<file path="src/rtl/multicycle_ctrl.sv">
// Multi-cycle sequencing controller for a MIPS-subset datapath.
// Walks IF/ID/EXE/MEM/WB, shares one memory port, counts retirements, flags illegal opcodes.
module multicycle_ctrl #(
    parameter int CNT_W = 16
) (
    input  logic             Clk,
    input  logic             Reset,
    input  logic [5:0]       Op,
    input  logic [5:0]       Func,
    input  logic             Z,
    input  logic             Mem_ready,
    output logic             Mrd,
    output logic             Wmem,
    output logic             Iord,
    output logic             Irwrite,
    output logic             Pcwrite,
    output logic [1:0]       Pcsrc,
    output logic             Regrt,
    output logic             Se,
    output logic             Aluqb,
    output logic [1:0]       Aluc,
    output logic             Wreg,
    output logic             Reg2reg,
    output logic             Illegal,
    output logic [2:0]       State,
    output logic [CNT_W-1:0] Instr_count
);

    localparam logic [2:0] S_IF  = 3'd0;
    localparam logic [2:0] S_ID  = 3'd1;
    localparam logic [2:0] S_EXE = 3'd2;
    localparam logic [2:0] S_MEM = 3'd3;
    localparam logic [2:0] S_WB  = 3'd4;

    logic [2:0] state_q, state_d;
    logic r_type, r_add, r_sub, r_and, r_or;
    logic i_addi, i_andi, i_ori, i_lw, i_sw, i_beq, i_bne, i_j;
    logic legal, is_branch;
    logic mrd_c, wmem_c, irwrite_c, pcwrite_c, wreg_c, retire;

    always_comb begin
        r_type  = (Op == 6'b000000);
        r_add   = r_type && (Func == 6'b100000);
        r_sub   = r_type && (Func == 6'b100010);
        r_and   = r_type && (Func == 6'b100100);
        r_or    = r_type && (Func == 6'b100101);
        i_addi  = (Op == 6'b001000);
        i_andi  = (Op == 6'b001100);
        i_ori   = (Op == 6'b001101);
        i_lw    = (Op == 6'b100011);
        i_sw    = (Op == 6'b101011);
        i_beq   = (Op == 6'b000100);
        i_bne   = (Op == 6'b000101);
        i_j     = (Op == 6'b000010);
        is_branch = i_beq || i_bne;
        legal   = r_add || r_sub || r_and || r_or || i_addi || i_andi || i_ori
                  || i_lw || i_sw || is_branch || i_j;
        Regrt   = !r_type;
        Se      = !(i_andi || i_ori);
        Aluqb   = r_type || is_branch;
        Reg2reg = i_lw;
        if (r_and || i_andi)               Aluc = 2'b10;
        else if (r_or || i_ori)            Aluc = 2'b11;
        else if (r_sub || is_branch)       Aluc = 2'b01;
        else                               Aluc = 2'b00;
    end

    always_ff @(posedge Clk or posedge Reset) begin
        if (Reset) state_q <= S_IF;
        else       state_q <= state_d;
    end

    // Memory handshake: Mrd/Wmem is held while Mem_ready is low; the access
    // completes on the cycle Mem_ready is high. Mem_ready is ignored elsewhere.
    always_comb begin
        state_d = S_IF;
        case (state_q)
            S_IF:    state_d = Mem_ready ? S_ID : S_IF;
            S_ID:    state_d = (i_j || !legal) ? S_IF : S_EXE;
            S_EXE: begin
                if (is_branch)          state_d = S_IF;
                else if (i_lw || i_sw)  state_d = S_MEM;
                else                    state_d = S_WB;
            end
            S_MEM: begin
                if (!Mem_ready)         state_d = S_MEM;
                else if (i_lw)          state_d = S_WB;
                else                    state_d = S_IF;
            end
            S_WB:    state_d = S_IF;
            default: state_d = S_IF;
        endcase
    end

    always_comb begin
        mrd_c     = 1'b0;
        wmem_c    = 1'b0;
        Iord      = 1'b0;
        irwrite_c = 1'b0;
        pcwrite_c = 1'b0;
        Pcsrc     = 2'b00;
        wreg_c    = 1'b0;
        retire    = 1'b0;
        case (state_q)
            S_IF: begin
                mrd_c = 1'b1;
                if (Mem_ready) begin
                    irwrite_c = 1'b1;
                    pcwrite_c = 1'b1;
                end
            end
            S_ID: begin
                if (i_j) begin
                    pcwrite_c = 1'b1;
                    Pcsrc     = 2'b10;
                    retire    = 1'b1;
                end
            end
            S_EXE: begin
                if (is_branch) begin
                    pcwrite_c = (i_beq && Z) || (i_bne && !Z);
                    Pcsrc     = 2'b01;
                    retire    = 1'b1;
                end
            end
            S_MEM: begin
                Iord = 1'b1;
                if (i_lw)      mrd_c  = 1'b1;
                else if (i_sw) wmem_c = 1'b1;
                retire = i_sw && Mem_ready;
            end
            S_WB: begin
                wreg_c = 1'b1;
                retire = 1'b1;
            end
            default: ;
        endcase
    end

    always_ff @(posedge Clk or posedge Reset) begin
        if (Reset)       Instr_count <= '0;
        else if (retire) Instr_count <= Instr_count + CNT_W'(1);
    end

    // Reset masks every write strobe so an aborted instruction has no side effects.
    assign Mrd     = mrd_c && !Reset;
    assign Wmem    = wmem_c && !Reset;
    assign Irwrite = irwrite_c && !Reset;
    assign Pcwrite = pcwrite_c && !Reset;
    assign Wreg    = wreg_c && !Reset;
    assign Illegal = (state_q == S_ID) && !legal && !Reset;
    assign State   = state_q;

endmodule

</file>
<file path="config.mk">
export PLATFORM = sky130hd
export DESIGN_NAME = multicycle_ctrl
export DESIGN_NICKNAME = d
export VERILOG_FILES = /design/src/rtl/multicycle_ctrl.sv
export SDC_FILE = /design/constraint.sdc
export NUM_CORES = 1
export LEC_CHECK = 0
export CAP_MARGIN = 20
export CORE_UTILIZATION = 48
export CTS_BUF_LIST = sky130_fd_sc_hd__clkbuf_4 sky130_fd_sc_hd__clkbuf_8
export DETAILED_ROUTE_END_ITERATION = 8
export GPL_ROUTABILITY_DRIVEN = 0
export GPL_TIMING_DRIVEN = 1
export PLACE_DENSITY_LB_ADDON = 0.3
export REMOVE_ABC_BUFFERS = 1
export SKIP_LAST_GASP = 1
export SLEW_MARGIN = 15
export SYNTH_ARGS = -nofsm -noshare
export SYNTH_HDL_FRONTEND = slang
export SYNTH_SLANG_ARGS = --single-unit
</file>
<file path="constraint.sdc">
create_clock -name Clk -period 5.6 [get_ports Clk]
set_clock_uncertainty 0.2 [all_clocks]
set_input_delay 0.84 -clock Clk [delete_from_list [all_inputs] [get_ports Clk]]
set_output_delay 0.84 -clock Clk [all_outputs]
set_load 0.01 [all_outputs]
</file>
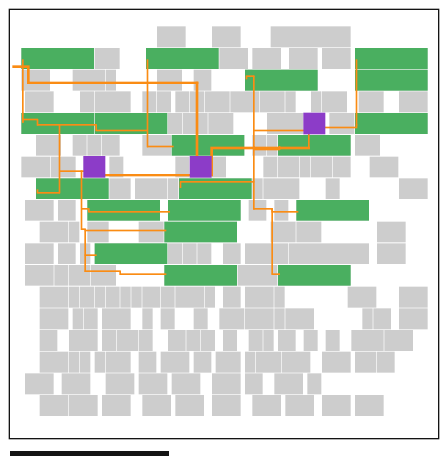
run_1/clk_routes.png
The bar under the picture is 20 microns long.
[orange] clock wires | length: 241 microns
[purple] clock drivers | count: 3
[green] flip-flops | count: 19
routed clock nets: 4

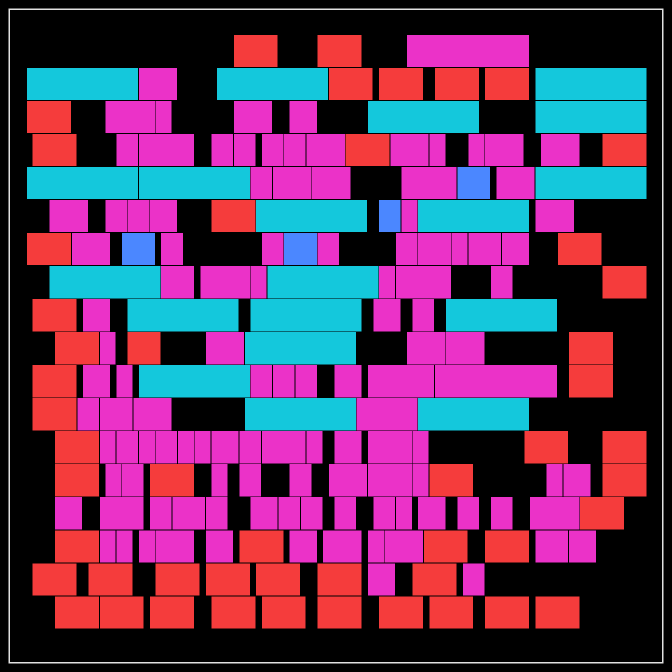
run_1/placement_by_type.png
| color | class | cells | share of their area |
|---|---|---|---|
| magenta | combinational and other logic | 114 | 44% |
| cyan | sequential cells | 19 | 27% |
| red | remaining buffers and delay cells | 50 | 28% |
| blue | clock drivers and dummy loads | 4 | 1.5% |

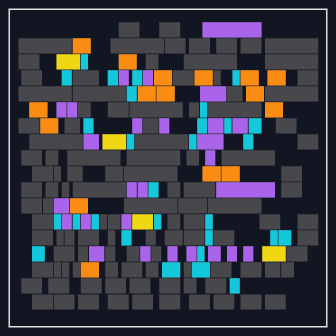
run_1/logic_types.png
| color | family | cells |
|---|---|---|
| orange | xor and xnor cells | 16 |
| cyan | nand cells | 29 |
| purple | aoi and oai cells | 27 |
| yellow | mux cells | 4 |

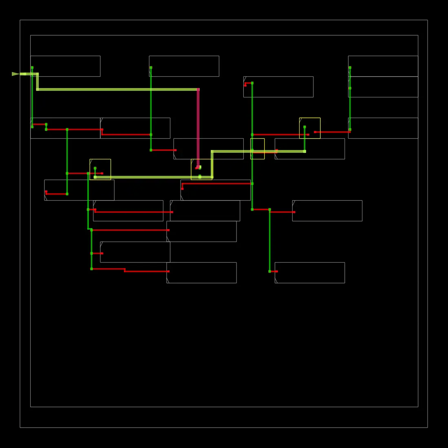
run_1/clocks.png
flip-flops: 19
Sink Count: 19
CLK BUF: 3
P_clk: 0.0717 mW

==> flow_metrics.py, run 1 <==
# Auto-generated metrics
metrics = {
    "power": {
        "top_power_group": "sequential cells",
        "ir_drop_uv": 193,
        "internal_power_mw": 0.221,
        "total_power_mw": 0.323,
        "p_sw_mw": 0.101,
        "powerComb_mw": 0.0865,
        "swShare_pct": 31.3,
        "leakage_nw": 0.783,
        "p_comb_share_pct": 26.8,
    },
    "drt": {
        "routed_wl_mm": 3.31,
        "drtIter0Drc": 35,
        "viasPerCell": 5.81,
    },
    "worst_setup_path": {
        "cpMostUsedCell": "clkdlybuf4s50_1",
        "startpoint_type": "input pin",
        "critPathArrivalTime_ns": 3.31,
        "end_kind": "output port",
        "crit_slowest_cell": "nor4_1",
        "crit_path_start": "Op[3]",
        "worstPathRequired_ns": 4.56,
        "reg2reg_from": "State[0]",
    },
    "job": {
        "drv_cap": 0,
    },
    "clock_tree": {
        "cts_buffers": 3,
        "path_clk_slew_ns": 0.10,
        "clockRootBuffer": "clkbuf_4",
        "cts_resized": 0,
        "cts.path.max_buffers": 2,
        "post_cts_buffers": 0,
        "clk_latency_ns": 0.31,
    },
    "yosys": {
        "synthTopCellsByArea": "dfrtp_1, xor2_1, a21oi_1",
        "ys_sh_aoi_pct": 17.5,
        "synth_flops": 19,
        "ys_chip_area_sq_um": 1280,
        "async_flop_share_pct": 100,
        "postSynthCellCount": 139,
        "top_cell_area_share_pct": 37.1,
        "synth-edff-count": 0,
        "yosys_cells": 139,
        "synthFlopType": "dfrtp_1",
        "xor_area_share_pct": 10.9,
        "synth_cell_types": 37,
        "ys_seq_share_pct": 37.1,
    },
    "floorplanning": {
        "die_x_microns": 53.7,
        "ios": 50,
        "rows": 18,
        "fp-utilization_pct": 51.3,
    },
    "layout": {
        "num-fill-cells": 189,
        "drive_gt1_share_pct": 8.02,
        "layout.cells.most_common": "clkdlybuf4s50_1",
        "final_cell_mix": "clkdlybuf4s50_1, dfrtp_1, xor2_1",
        "synthToLayoutAreaGrowth_pct": 41.6,
    },
    "global_route": {
        "grt_max_degree": 22,
        "grt_pass1_vias": 1158,
        "antenna_found_initial": 0,
        "grt_use_total_pct": 24.6,
    },
    "run_status": {
        "status": "completed",
    },
    "timing": {
        "rsz0062_at_grt": "false",
        "fin_crit_ns": 4.35,
        "hold_viol": 0,
        "finalSetupViolations": 0,
        "period_used_pct": 77.6,
        "setup-tns-final_ns": 0,
        "fin_ws_ns": 1.25,
    },
    "placement": {
        "place_hpwl_mm": 2.39,
        "placement.io_buffers": 49,
        "post-place-ws_ns": 1.30,
    },
    "worst_hold_path": {
        "holdCritStartpoint": "Instr_count[15]",
    },
}
## run 1: synthesized netlist by cell type, types with 3 or more instances
cell      number
nor3_1         6
dfrtp_1       19
mux2_2         3
nor2_1         7
a21oi_1       14
nand2_1       14
and3_1         6
o21ai_0        3
nand3_1       10
clkbuf_1       5
xor2_1        15
inv_1          3
## run 1: per-stage QoR
step                utilization, %  cells
finish                        72.6    217
global route                  72.6    217
CTS                           72.6    217
detailed placement            71.5    213
global placement              71.5    213
floorplan                        -    133
## run 1: cells by family after synthesis
family | count (synthesis)
multiplexers | 4
flip-flops | 19
XOR/XNOR | 16
buffers and inverters | 9
AND/OR/NAND/NOR | 62
adder cells (fa/ha/maj) | 1
AND-OR/OR-AND | 28
## run 1: cell type report
cell class / count / area, sq um / share of cell area (%)
flip-flops and latches: 19 / 475 / 26.2
clock inverters: 1 / 5.00 / 0.276
multi-input cells: 111 / 766 / 42.2
clock buffers: 3 / 22.5 / 1.24
inverters: 3 / 11.3 / 0.620
repair buffers: 50 / 498 / 27.4
well taps: 30 / 37.5 / 2.07
## run 1: registers in the layout, indices dropped and copies added, names as in the netlist
register,count
Instr_count,16
State,3
## run 1: per-layer routing
layer | routed length (microns) | track usage [%] | share of wire [%] | up-vias
met5 | 0 | 0 | 0 | -
met4 | 40 | 7.89 | 1.2 | 0
met3 | 150 | 6.50 | 4.5 | 6
met2 | 1670 | 41.4 | 50 | 40
met1 | 1450 | 30.3 | 44 | 614
li1 | - | - | - | 601
## run 1: worst paths after layout
check,endpoint,slack (ns),cells past startpoint
max reg2reg,Instr_count[15],3.36,4
min,Instr_count[15],0.27,1
min in group asynchronous,State[2],0.90,2
max,Pcwrite,1.25,7
max in group asynchronous,Instr_count[15],3.81,2
min reg2reg,Instr_count[15],0.27,1
run_1/flops_by_reg.png
Other cells in gray.
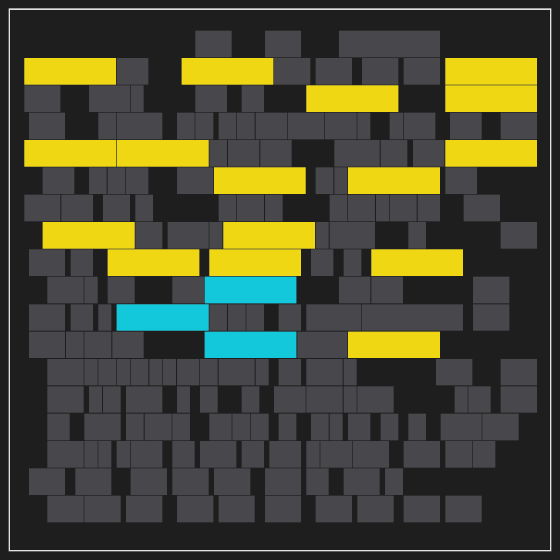

## Run 2: what changed since run 1
--- a/config.mk
+++ b/config.mk
@@ -6,7 +6,7 @@
 export NUM_CORES = 1
 export LEC_CHECK = 0
 export CAP_MARGIN = 20
-export CORE_UTILIZATION = 48
+export CORE_UTILIZATION = 45
 export CTS_BUF_LIST = sky130_fd_sc_hd__clkbuf_4 sky130_fd_sc_hd__clkbuf_8
 export DETAILED_ROUTE_END_ITERATION = 8
 export GPL_ROUTABILITY_DRIVEN = 0
==> constraint.sdc (replaced) <==
create_clock -name Clk -period 4.4 [get_ports Clk]
set_clock_uncertainty 0.2 [all_clocks]
set_input_delay 0.66 -clock Clk [delete_from_list [all_inputs] [get_ports Clk]]
set_output_delay 0.66 -clock Clk [all_outputs]
set_load 0.01 [all_outputs]
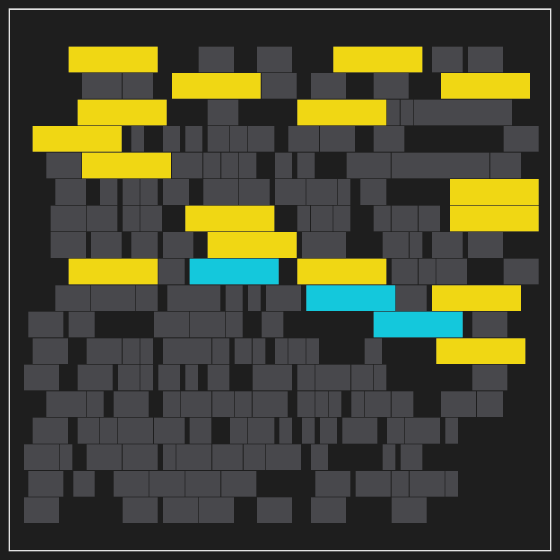
run_2/flops_by_reg.png
Other cells in gray.
| color | netlist name | placed flops |
|---|---|---|
| cyan | State | 3 |
| yellow | Instr_count | 16 |

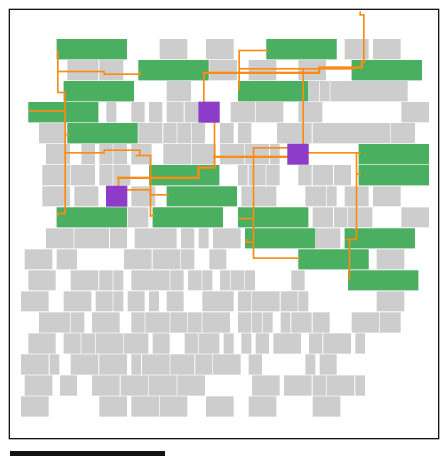
run_2/clk_routes.png
The bar under the picture is 20 microns long.
[green] flip-flops | count: 19
[purple] clock drivers | count: 3
[orange] clock wires | length: 226 microns
routed clock nets: 4

==> run 2 against run 1 <==
Against the previous run: combinational power up 29%; count of clock-buffer cells in the layout up 1; wire length is 4.4% lower; critical path type unchanged; sequential power is 28% higher; largest power group unchanged; global-route usage down 3.2 points; clock power rose by about 30%; synthesized cell count is the same; first-iteration DRC count down 17%; critical path depth did not move; hold slack improved by 0.0047 ns; area after synthesis did not move.
==> flow_metrics.py, run 2 <==
# Auto-generated metrics
metrics = {
    "run_status": {
        "status": "completed",
    },
    "yosys": {
        "synth_cell_types": 37,
        "ys_chip_area_sq_um": 1280,
        "top_cell_area_share_pct": 37.1,
        "synth_flops": 19,
        "ys_seq_share_pct": 37.1,
        "async_flop_share_pct": 100,
        "synth-edff-count": 0,
        "synthFlopType": "dfrtp_1",
        "top_cells_by_count": "dfrtp_1, xor2_1, a21oi_1, nand2_1, nand3_1",
        "yosys_cells": 139,
        "synthTopCellsByArea": "dfrtp_1, xor2_1, a21oi_1",
        "yosys.cell_count.top_type": "dfrtp_1",
        "postSynthCellCount": 139,
    },
    "worst_setup_path": {
        "critPathMaxFanout": 6,
        "r2r_slack_ns": 2.20,
        "startpoint_type": "input pin",
        "end_kind": "output port",
        "worstPathRequired_ns": 3.54,
        "critPathArrivalTime_ns": 3.02,
    },
    "drt": {
        "routed_wl_mm": 3.17,
        "drc_errors": 0,
        "drtIter0Drc": 29,
        "viasPerCell": 5.73,
    },
    "floorplanning": {
        "rows": 18,
        "ios": 50,
        "die_x_microns": 55.4,
        "fp-utilization_pct": 49.5,
    },
    "timing": {
        "rsz0062_at_grt": "false",
        "fin_crit_ns": 3.88,
        "finalSetupViolations": 0,
        "setup-tns-final_ns": 0,
        "hold_viol": 0,
    },
    "layout": {
        "top_register": "Instr_count",
        "layout.cells.most_common": "clkdlybuf4s50_1",
        "fin_util_pct": 70.5,
        "drive_gt1_share_pct": 8.51,
        "combGateArea_sq_um": 766,
        "final_cell_mix": "clkdlybuf4s50_1, dfrtp_1, xor2_1",
        "synthToLayoutAreaGrowth_pct": 42.3,
        "num-fill-cells": 192,
        "seq_area_sq_um": 475,
    },
    "power": {
        "p_sw_mw": 0.124,
        "p_comb_share_pct": 27.0,
        "internal_power_mw": 0.291,
        "leakage_nw": 0.788,
        "swShare_pct": 29.9,
        "top_power_group": "sequential cells",
        "powerComb_mw": 0.112,
    },
    "clock_tree": {
        "cts.path.max_buffers": 2,
        "path_clk_slew_ns": 0.11,
        "cts_sinks": 19,
        "htreeDepth": 1,
        "clk_latency_ns": 0.30,
        "post_cts_buffers": 0,
        "cts_resized": 0,
        "cts_buffers": 3,
        "clockRootBuffer": "clkbuf_4",
        "hold_buffers": 0,
    },
    "global_route": {
        "top_usage_layer": "met2",
        "grt_pass1_vias": 1219,
        "antenna_found_initial": 0,
        "use_met2_pct": 35.1,
        "grtUsageMet3_pct": 4.92,
        "grt_max_degree": 22,
        "grt_util_met1_pct": 28.4,
    },
    "placement": {
        "placement.io_buffers": 49,
        "place_hpwl_mm": 2.41,
    },
    "job": {
        "warnings": 25,
        "drv_cap": 0,
    },
}
-- run 2: cell counts after synthesis --
Identical to the previous run, type by type.
-- run 2: metal layers --
metal | share of wire, % | wire (microns) | vias to the layer above
met5 | 0 | 0 | -
met2 | 50 | 1580 | 48
met4 | 0.60 | 19 | 0
li1 | - | - | 603
met1 | 44 | 1400 | 597
met3 | 5.1 | 160 | 2
-- run 2: cells by family after synthesis --
group / count (synthesis) / share of synthesized area (%)
compound gates: 28 / 17.5
xor+xnor: 16 / 10.9
fa+ha+maj: 1 / 0.975
buf+inv: 9 / 3.22
flops: 19 / 37.1
mux: 4 / 3.41
simple gates: 62 / 26.9
-- run 2: final cells by class --
class                      instances  share of cell area [%]
multi-input combinational        111                    41.9
clock buffer                       4                    1.64
timing repair buffer              51                    27.7
tap                               30                    2.06
sequential                        19                    26.0
inverter                           3                   0.617
-- run 2: worst paths after layout --
path | from | end | depth (start not counted)
worst max-delay path | Op[4] | Pcwrite | 7
worst max register to register | State[0] | Instr_count[15] | 4
worst min-delay path | Instr_count[15] | Instr_count[15] | 1
worst min register to register | Instr_count[15] | Instr_count[15] | 1
min in group asynchronous | Reset | Instr_count[11] | 3
max in group asynchronous | Reset | Instr_count[4] | 3
-- run 2: worst max-delay path, cell delays in order --
cell,delay [ns]
clkdlybuf4s50_1,0.49
or4b_4,0.58
or2_1,0.26
nor3_1,0.21
a22oi_1,0.11
nor3_1,0.14
clkdlybuf4s50_1,0.56
-- run 2: stage by stage --
step / instances / power, mW
final: 218 / 0.415
after global routing: 218 / 0.438
after CTS: 218 / 0.420
after detailed placement: 214 / 0.326
after global placement: 214 / 0.318
after floorplan: 133 / 0.256
## Run 3: what changed since run 2
--- a/config.mk
+++ b/config.mk
@@ -11,6 +11,7 @@
 export DETAILED_ROUTE_END_ITERATION = 8
 export GPL_ROUTABILITY_DRIVEN = 0
 export GPL_TIMING_DRIVEN = 1
+export HOLD_SLACK_MARGIN = 0.15
 export PLACE_DENSITY_LB_ADDON = 0.3
 export REMOVE_ABC_BUFFERS = 1
 export SKIP_LAST_GASP = 1
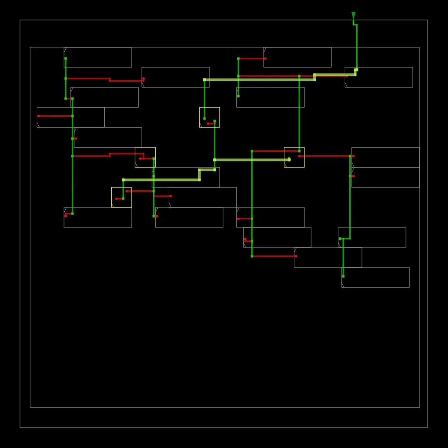
run_3/clocks.png
CLK BUF: 4
Latency at later pin: 0.30 ns
P_clk: 0.0933 mW
clock buffer count from CTS: 3

==> run 3 against run 2 <==
Against the previous run: die area is the same; maximum frequency unchanged; total power unchanged; non-clock buffer count stayed put; first-iteration DRC count did not move; sequential share of layout area unchanged.
==> flow_metrics.py, run 3 <==
# Auto-generated metrics
metrics = {
    "run_status": {
        "status": "completed",
    },
    "global_route": {
        "top_usage_layer": "met2",
        "antenna_found_initial": 0,
        "grt_pass1_wl_mm": 5.39,
        "use_met2_pct": 35.1,
        "grtUsageMet3_pct": 4.92,
        "grt_util_met1_pct": 28.4,
        "grt_pass1_vias": 1219,
        "grt_max_degree": 22,
    },
    "timing": {
        "period_used_pct": 88.1,
        "setup-tns-final_ns": 0,
        "fin_crit_ns": 3.88,
        "rsz0062_at_grt": "false",
        "hold_viol": 0,
        "finalSetupViolations": 0,
    },
    "layout": {
        "top_register": "Instr_count",
        "num-fill-cells": 192,
        "final_cell_mix": "clkdlybuf4s50_1, dfrtp_1, xor2_1",
        "drive_gt1_share_pct": 8.51,
        "seq_area_sq_um": 475,
        "synthToLayoutAreaGrowth_pct": 42.3,
        "layout.cells.most_common": "clkdlybuf4s50_1",
        "combGateArea_sq_um": 766,
    },
    "yosys": {
        "synthTopCellsByArea": "dfrtp_1, xor2_1, a21oi_1",
        "synth-edff-count": 0,
        "synthFlopType": "dfrtp_1",
        "async_flop_share_pct": 100,
        "synth_cell_types": 37,
        "ys_seq_share_pct": 37.1,
        "postSynthCellCount": 139,
        "yosys_cells": 139,
        "synth_flops": 19,
        "ys_chip_area_sq_um": 1280,
        "top_cell_area_share_pct": 37.1,
        "top_cells_by_count": "dfrtp_1, xor2_1, a21oi_1, nand2_1, nand3_1",
        "yosys.cell_count.top_type": "dfrtp_1",
    },
    "clock_tree": {
        "clockRootBuffer": "clkbuf_4",
        "path_clk_slew_ns": 0.11,
        "cts_sinks": 19,
        "htreeDepth": 1,
        "post_cts_buffers": 0,
        "cts.path.max_buffers": 2,
        "cts_resized": 0,
        "hold_buffers": 0,
    },
    "worst_setup_path": {
        "worstPathRequired_ns": 3.54,
        "reg2reg_from": "State[0]",
        "critPathCapture": "Pcwrite",
        "critPathMaxFanout": 6,
        "r2r_end": "Instr_count[15]",
        "crit_path_start": "Op[4]",
        "startpoint_type": "input pin",
        "end_kind": "output port",
        "r2r_slack_ns": 2.20,
        "critPathArrivalTime_ns": 3.02,
        "r2r_cells": 4,
    },
    "drt": {
        "drt-pass1-iter-count": 4,
        "viasPerCell": 5.73,
        "drc_errors": 0,
        "drtIter0Drc": 29,
        "routed_wl_mm": 3.17,
        "detail-route-antenna-nets": 0,
    },
    "power": {
        "leakage_nw": 0.788,
        "total_power_mw": 0.415,
    },
    "placement": {
        "placement.io_buffers": 49,
        "place_hpwl_mm": 2.41,
    },
    "floorplanning": {
        "rows": 18,
        "ios": 50,
        "fp-utilization_pct": 49.5,
        "die_x_microns": 55.4,
    },
    "job": {
        "drv_cap": 0,
        "warnings": 25,
    },
    "worst_hold_path": {
        "holdCritStartpoint": "Instr_count[15]",
    },
}
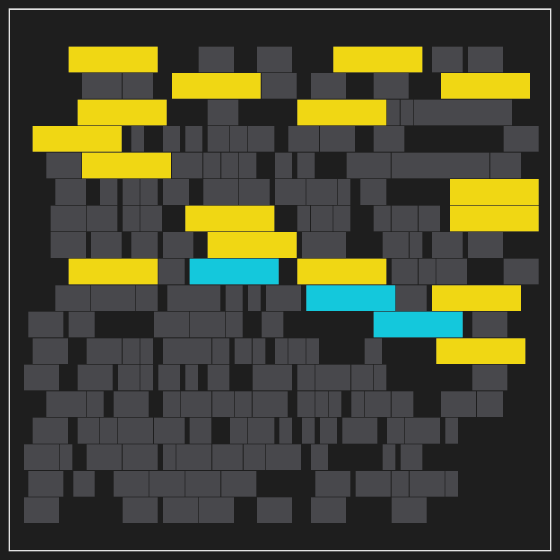
run_3/flops_by_reg.png
Other cells in gray.
| color | netlist name | placed flops |
|---|---|---|
| yellow | Instr_count | 16 |
| cyan | State | 3 |

run 3: final cells by class:
type                            count  share of cell area [%]
Multi-Input combinational cell    111                    41.9
Timing Repair Buffer               51                    27.7
Sequential cell                    19                    26.0
Tap cell                           30                    2.06
Clock buffer                        4                    1.64
Inverter                            3                   0.617
run 3: cells by family after synthesis:
family	after synthesis	share of synthesized area, %
AOI/OAI and AO/OA	28	17.5
buffers and inverters	9	3.22
xor gates and xnor gates	16	10.9
muxes	4	3.41
adders and majority gates	1	0.975
and+or+nand+nor	62	26.9
DFF	19	37.1
run 3: where the power goes:
group,total (mW),leakage [nW],internal [mW],switching [mW]
Sequential,0.210,0.255,0.187,0.0232
Clock,0.0933,0.0184,0.0415,0.0518
Combinational,0.112,0.514,0.0630,0.0492
run 3: worst max-delay path, cell delays in order:
cell and delay, ns:
clkdlybuf4s50_1 0.49, or4b_4 0.58, or2_1 0.26, nor3_1 0.21, a22oi_1 0.11, nor3_1 0.14
clkdlybuf4s50_1 0.56
run 3: layer usage:
metal / wire, microns / share of wire, %
met1: 1400 / 44
met2: 1580 / 50
met3: 160 / 5.1
met4: 19 / 0.60
met5: 0 / 0
run 3: worst min-delay path by stage:
stage	to	depth (start not counted)
4_1_cts	Instr_count[15]	1
2_1_floorplan	Instr_count[15]	1
5_1_grt	Instr_count[15]	1
3_5_place_dp	Instr_count[15]	1
3_3_place_gp	Instr_count[15]	1
6_report	Instr_count[15]	1
run 3: stage by stage:
stage / hold slack (ns) / worst slack, ns / utilization (%) / std cells
final: 0.273 / 0.522 / 70.5 / 218
after global routing: 0.295 / 0.388 / 70.5 / 218
after CTS: 0.279 / 0.543 / 70.5 / 218
after detailed placement: 0.260 / 0.553 / 69.3 / 214
after global placement: 0.255 / 0.610 / 69.3 / 214
after floorplan: 0.304 / 1.40 / - / 133
Power is estimated from default activity; no workload was simulated.
